Design ball_motion, sky130hd; sources not shown.
run_1/ff_map.png
Scale bar: 50 um. Other sequential cells in the stronger gray, the rest of the logic in the fainter gray.
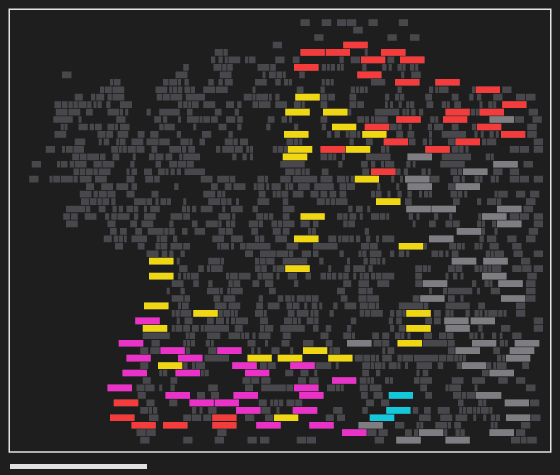
| netlist name | color | flops |
|---|---|---|
| `balls_q` | magenta | 24 |
| `active` | cyan | 3 |
| `ys` | red | 30 |
| `calc_q` | yellow | 29 |
not colored: 40
register area: 3150 um^2
flop share of the area: 0.267
post-route core utilization: 0.396

run_1/congestion_map.png
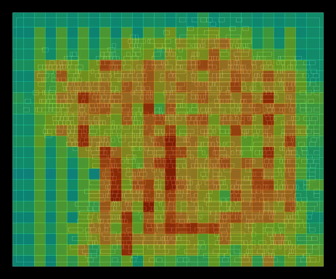
met2 Use GR: 0.322
total global-route track usage: 0.218

run_1/closeup.png
Scale bar: 10 um. Region (37, 28) to (62, 53) um. Cells in gray, sequential cells in the stronger gray; small squares are vias.
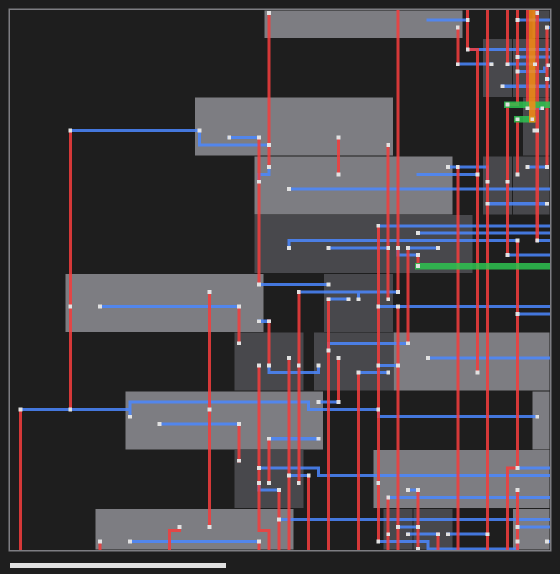
| layer | color |
|---|---|
| M4 | orange |
| M2 | red |
| M3 | green |
| M1 | blue |
sequential cells in the window: 7
most frequent: dfrtp_1 (7), o22a_1 (3)
cells with their middle in the window: 19

run_1/gates.png
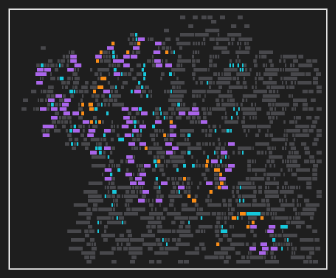
| family | color | cells | most used |
|---|---|---|---|
| nor cells | cyan | 103 | nor2_1 |
| and/or cells | orange | 35 | and2_1 |
| fa/ha/maj cells | purple | 95 | ha_1 |
highest-count logic cell in the final layout: sky130_fd_sc_hd__nand2_1
number of non-filler instances in the completed layout: 1610
combinational share of cell area: 0.527

==> results.txt, run 1 <==
The layout was made with Yosys and OpenROAD.

Summing over every cut layer, the via total after detailed routing is 9151. Counting endpoints that fail hold in the final report gives 0. The flow reports an fmax of 92.7 MHz. The number of distinct library cells after synthesis is 93. In this run, CTS created clock tree buffers numbering 17. The via density per instance is 5.68. STA reports a reg2reg setup slack of 1.15 ns. The worst setup path is launched from an input pin.

The number of antenna diodes is 0. The yosys cell count is 1189. Per the CTS log, the buffer count on the longest clock path is 2. The layout summary lists the proportion of cells stronger than drive strength 1 as 0.0954. The timing report shows the most common cell along the critical path to be sky130_fd_sc_hd__ha_1. A synthesized cell averages 8.63 um^2. The post-CTS repair timing setup buffer count is 0.

The shortest clock period the worst path allows after layout is 10.79 ns. Per Yosys stat, the portion of area used by sequential elements is 0.307.

The first global-routing pass estimated 53.0 mm of wire. For this run the aggregate overflow at the end of global routing stands at 0. After routing, the total negative slack on setup checks comes to 0 ns. The full die area is 31700 um^2.

Along the worst path, the maximum fanout reaches 16. When the netlist entered floorplanning its net count stood at 1304. For this sky-water flow run, the detailed-routed wirelength per cell is reported as 21.3 um.

The first-pass iteration count of the detailed router is 6. The number of primary I/O pins is 87. At the floorplan stage, the core utilization is reported as 0.344.

The total area of multi-input combinational cells is 6220 um^2. The count of standard-cell rows is 57. The flop and latch count out of synthesis is 126.

The commonest cells after synthesis are sky130_fd_sc_hd__nand2_1, sky130_fd_sc_hd__dfrtp_1, sky130_fd_sc_hd__o21ai_0. The detail route stage leaves a number of antenna-violating nets equal to 0. The count of cell instances traversed by the critical path is 30. The worst-case headroom to the max-slew limit is 0.241. The growth of design area from synthesis to finish is 15.1%. The number of maximum-capacitance constraint violations is 0. Looking at the clock tree report, the root buffer type is sky130_fd_sc_hd__clkbuf_16. As reported, the later end of the worst-skew pair has a clock insertion delay of 0.43 ns. The setup violation total in the final timing report is 0.

The flow ran to the end, and the final reports show no timing, DRC or antenna violations. The most used standard cell by instance count after synthesis is sky130_fd_sc_hd__nand2_1. At the end of the flow, the number of nets in the layout was 1329. In this run the cell area of the synthesized design comes to 10300 um^2. The count of yosys warnings during synthesis is 0. The number of antenna violations at the first check in global routing is 0.

The data arrival time reported for the critical path is 11.07 ns. In this run the tools logged warnings totalling 47. Counting every instance in the synthesized netlist gives 1189. The clock transition at the registers of the reported paths is 0.06 ns.

TritonCTS built the clock tree. Per the synth stats, the proportion of register bits with asynchronous set or reset is 1.00. The number of global-route vias before repair is 8681. During placement, the flow inserted port buffers numbering 86. The worst-case clock skew is 0.0138 ns. The initial DRC count is 770. The fraction of synthesized cell area taken by the top area cell type is 0.307. Setup repair after global routing left no endpoint under its margin. The master of the slowest instance on the critical path is sky130_fd_sc_hd__a2111oi_0.

Entering global routing, the biggest net connects 70 pins. The hold-critical path depth is 1. The kind of path behind the tightest hold check is flop to flop. The post-place setup slack is 0.0928 ns. The critical path is of the input pin to flop type.

The kind of cell adding the most delay to the critical path is AND-OR/OR-AND gates. The cell depth of the worst flop-to-flop path is 32. In this run the horizontal extent of the chip is 197 um. The longest individual stage delay on the worst path is 0.60 ns. The wire-length estimate of the detail-placed layout is 25.3 mm. The core footprint is 29800 um^2.

The largest area contributor in the netlist is sky130_fd_sc_hd__dfrtp_1. The data required time reported for the critical path is 11.48 ns. The worst setup path is captured at a flop.

The final timing report gives a worst setup slack of 0.408 ns. The final timing summary puts the cycle share of the worst path at 0.964. The number of remaining DRC errors is 0.
[run 1: per-stage QoR]
stage / cells / cell area, um^2 / hold slack (ns) / utilization
final: 1610 / 11800 / 0.483 / 0.396
after global routing: 1610 / 11800 / 0.495 / 0.396
after CTS: 1610 / 11800 / 0.483 / 0.396
after detailed placement: 1578 / 11200 / 0.469 / 0.376
after global placement: 1578 / 11200 / 0.463 / 0.376
after floorplan: 1189 / 10300 / 0.448 / -
[run 1: layer usage]
metal,GRT usage,routed length (um),share of wire,vias to the layer above
li1,-,-,-,4351
met5,0,0,0,-
met1,0.336,17600,0.51,4465
met2,0.322,14300,0.42,309
met4,0.0407,373,0.011,0
met3,0.0311,2060,0.060,26
[run 1: logic make-up after synthesis]
family,after synthesis,share of synthesized area
other,1,0.000366
XOR/XNOR,30,0.0263
buffers and inverters,174,0.0918
multiplexers,37,0.0371
AND/OR/NAND/NOR,310,0.145
AND-OR/OR-AND,416,0.273
flip-flops,126,0.307
adder cells (fa/ha/maj),95,0.119
[run 1: placed cells by master, fill, tap and decap left out, types with 10 or more instances in the layout]
cell type,n
sky130_fd_sc_hd__o21ai_0,110
sky130_fd_sc_hd__nor2_1,55
sky130_fd_sc_hd__clkdlybuf4s50_1,86
sky130_fd_sc_hd__nor2b_1,14
sky130_fd_sc_hd__dfrtp_1,125
sky130_fd_sc_hd__a21o_1,20
sky130_fd_sc_hd__nor3_1,19
sky130_fd_sc_hd__a21oi_1,64
sky130_fd_sc_hd__a22oi_1,45
sky130_fd_sc_hd__o31ai_1,11
sky130_fd_sc_hd__inv_1,49
sky130_fd_sc_hd__o211ai_1,10
sky130_fd_sc_hd__mux2i_1,32
sky130_fd_sc_hd__a211oi_1,14
sky130_fd_sc_hd__clkbuf_16,17
sky130_fd_sc_hd__xnor2_1,23
sky130_fd_sc_hd__buf_4,41
sky130_fd_sc_hd__ha_1,91
sky130_fd_sc_hd__a31oi_1,21
sky130_fd_sc_hd__a22o_1,15
sky130_fd_sc_hd__o22a_1,15
sky130_fd_sc_hd__nand2_1,133
sky130_fd_sc_hd__o21ai_1,13
sky130_fd_sc_hd__nand3_1,24
[run 1: final cells by class]
class	instances	share of cell area
Clock buffer	20	0.0387
Clock inverter	12	0.0107
Inverter	53	0.0171
Multi-Input combinational cell	889	0.527
Sequential cell	126	0.267
Tap cell	383	0.0406
Timing Repair Buffer	127	0.0990
[run 1: timing repair]
| item | in CTS | in global routing |
|---|---|---|
| hold buffers | 0 | 0 |
| gates resized | 0 | 3 |
| endpoints found under the hold margin | 0 | 0 |
| setup endpoints to repair | 0 | 5 |
run_1/port_trees.png
Scale bar: 50 um.
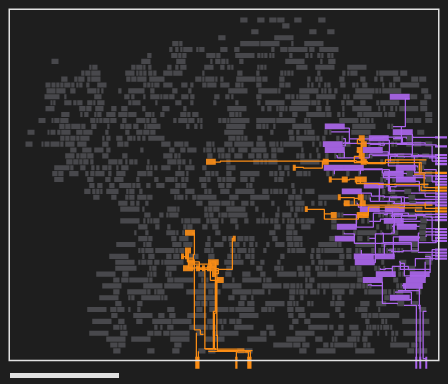

==> run 2: changes to the inputs <==
--- a/config.mk
+++ b/config.mk
@@ -5,7 +5,7 @@
 export SDC_FILE = /design/constraint.sdc
 export NUM_CORES = 1
 export LEC_CHECK = 0
-export ABC_CLOCK_PERIOD_IN_PS = 11200
+export ABC_CLOCK_PERIOD_IN_PS = 11850
 export CORE_AREA = 2 2 195 159
 export CTS_CLUSTER_SIZE = 16
 export DETAILED_ROUTE_END_ITERATION = 6
==> constraint.sdc (replaced) <==
create_clock -name clk -period 11.85 [get_ports clk]
set_input_delay 3.555 -clock clk [delete_from_list [all_inputs] [get_ports clk]]
set_output_delay 3.555 -clock clk [all_outputs]
set_load 0.02 [all_outputs]
run_2/port_trees.png
Scale bar: 50 um.
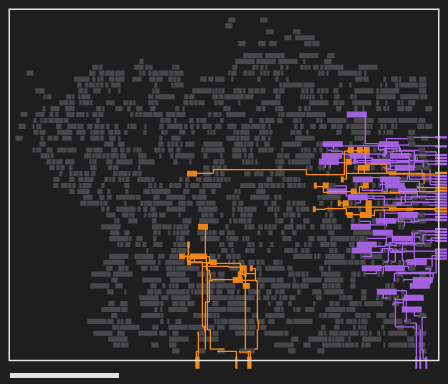
| port | color | bits | direction | end cells | wire |
|---|---|---|---|---|---|
| `paddle_x` | orange | 10 | input | 35 | 791 um |
| `xs` | purple | 30 | output | 30 | 1200 um |
# IOs: 87
tally of buffers added on design ports: 86

run_2/congestion_map.png
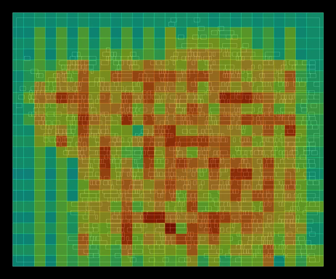
met1 usage in global routing: 0.343
met2 Use GR: 0.313
total global-route track usage: 0.219

run_2/gates.png
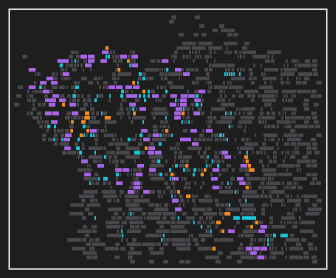
| family | color | cells | most used |
|---|---|---|---|
| nor cells | cyan | 103 | nor2_1 |
| fa/ha/maj cells | purple | 95 | ha_1 |
| and/or cells | orange | 35 | and2_1 |
combinational share of cell area: 0.529
number of non-filler instances in the completed layout: 1597

==> run 2 against run 1 <==
Utilization down 0.27 points. Critical path depth up 3. Area after synthesis unchanged. Worst hold slack worse by 0.0084 ns. Global-route usage up 0.12 points. Non-clock buffer count down 12. Worst setup slack better by 0.44 ns. Routed wire length up 0.95%. Clock skew down 0.00055 ns. Die area unchanged. First-iteration DRC count up 36%. Count of clock-buffer cells in the layout down 1.
==> results.txt, run 2 <==
The layout was made with Yosys and OpenROAD.

The flow ran to the end, and the final reports show no timing, DRC or antenna violations. The width of the chip is 197 um (unchanged). The setup violation total in the final timing report came to 0 (unchanged). The count of standard-cell rows was 57 (unchanged). Note that the worst hold path type here is flop to flop. The kind of cell adding the most delay to the critical path is AND-OR/OR-AND gates.

The post-synthesis area per instance is 8.63 um^2 (unchanged). The worst endpoint required time came to 12.16 ns (+0.68 ns). Looking at the gate-level netlist, the highest instance count belongs to sky130_fd_sc_hd__nand2_1.

The maximum net fanout on the critical path is 16 (unchanged). The number of gates resized after cts is 0 (unchanged). The number of antenna diodes came to 0 (unchanged). The aggregate global routing overflow is 0 (unchanged). The cell depth of the worst flop-to-flop path is 34 (+6.3%). The number of distinct library cells after synthesis is 93 (unchanged).

The most frequently placed logic cell in the final layout is sky130_fd_sc_hd__nand2_1. The count of yosys warnings during synthesis is 0 (unchanged). The latest clock arrival within the worst-skew pair is 0.43 ns (about the same). TritonCTS built the clock tree. The worst-case clock skew is 0.0132 ns (-0.000550 ns). The clock transition at the registers of the reported paths is 0.06 ns (about the same). Setup repair after global routing left no endpoint under its margin. The total number of vias is 9203 (+0.57%). The initial DRC count is 1046 (+36%).

The minimum setup slack among reg-to-reg paths is 1.57 ns (+0.42 ns). The cell count after synthesis is 1189 (unchanged). The maximum count of clock buffers along a single path is 2 (unchanged).

The post-detailed-placement half-perimeter wirelength is 25.3 mm (about the same). The cell at the root of the clock tree is sky130_fd_sc_hd__clkbuf_16. The largest net degree at the start of global routing is 65 (-7.1%). By instance count after routing, the leading logic cell types are sky130_fd_sc_hd__nand2_1, sky130_fd_sc_hd__dfrtp_1, sky130_fd_sc_hd__o21ai_0.

The tally of nets with antenna violations remaining after routing came to 0 (unchanged). The area used by sequential logic in the layout is 3150 um^2 (unchanged). The clock buffer count from CTS came to 17 (unchanged).

The largest individual stage delay along the critical path comes from the cell sky130_fd_sc_hd__clkdlybuf4s50_1. The hold-critical path depth came to 1 (unchanged). The number of maximum-capacitance constraint violations is 0 (unchanged). The first-pass iteration count of the detailed router is 5 (-1).

The net count of the finished layout is 1317 (-0.90%). The largest area contributor in the netlist is sky130_fd_sc_hd__dfrtp_1. The worst-case headroom to the max-slew limit is 0.224 (-0.0164). The kind of launch point of the worst setup path is an input pin. The number of remaining DRC errors is 0 (unchanged). The post-synthesis sequential area ratio is 0.307 (unchanged).
[run 2: cell counts after synthesis]
Identical to the previous run, type by type.
[run 2: worst reg2reg max path: cells and delay by family (launching register included)]
kind	cells	cell delay (ns)
muxes	2	0.54
DFF	1	0.67
AOI/OAI and AO/OA	21	5.80
buffers and inverters	2	0.65
and+or+nand+nor	5	1.03
adders and majority gates	4	1.44
[run 2: layout make-up]
class,instances,area share
Tap cell,383,0.0409
Clock inverter,12,0.0139
Multi-Input combinational cell,889,0.529
Clock buffer,19,0.0378
Inverter,53,0.0172
Sequential cell,126,0.269
Timing Repair Buffer,115,0.0920
[run 2: logic make-up (layout without fill, tap and decap cells)]
logic type | Yosys count | after routing | share of synthesized area
buffers and inverters | 174 | 199 | 0.0918
muxes | 37 | 37 | 0.0371
xor gates and xnor gates | 30 | 30 | 0.0263
DFF | 126 | 126 | 0.307
and+or+nand+nor | 310 | 310 | 0.145
adders and majority gates | 95 | 95 | 0.119
AOI/OAI and AO/OA | 416 | 416 | 0.273
other | 1 | 1 | 0.000366
[run 2: through the flow]
step / std cells / util / area [um^2] / hold slack, ns
after floorplan: 1189 / - / 10300 / 0.448
after global placement: 1566 / 0.373 / 11100 / 0.465
after detailed placement: 1566 / 0.373 / 11100 / 0.466
after CTS: 1597 / 0.393 / 11700 / 0.480
after global routing: 1597 / 0.393 / 11700 / 0.502
final: 1597 / 0.393 / 11700 / 0.475
[run 2: metal layers]
layer,part of all wire,up-vias,GRT usage
li1,-,4328,-
met1,0.50,4486,0.343
met2,0.42,370,0.313
met3,0.071,19,0.0393
met4,0.0068,0,0.0383
met5,0,-,0
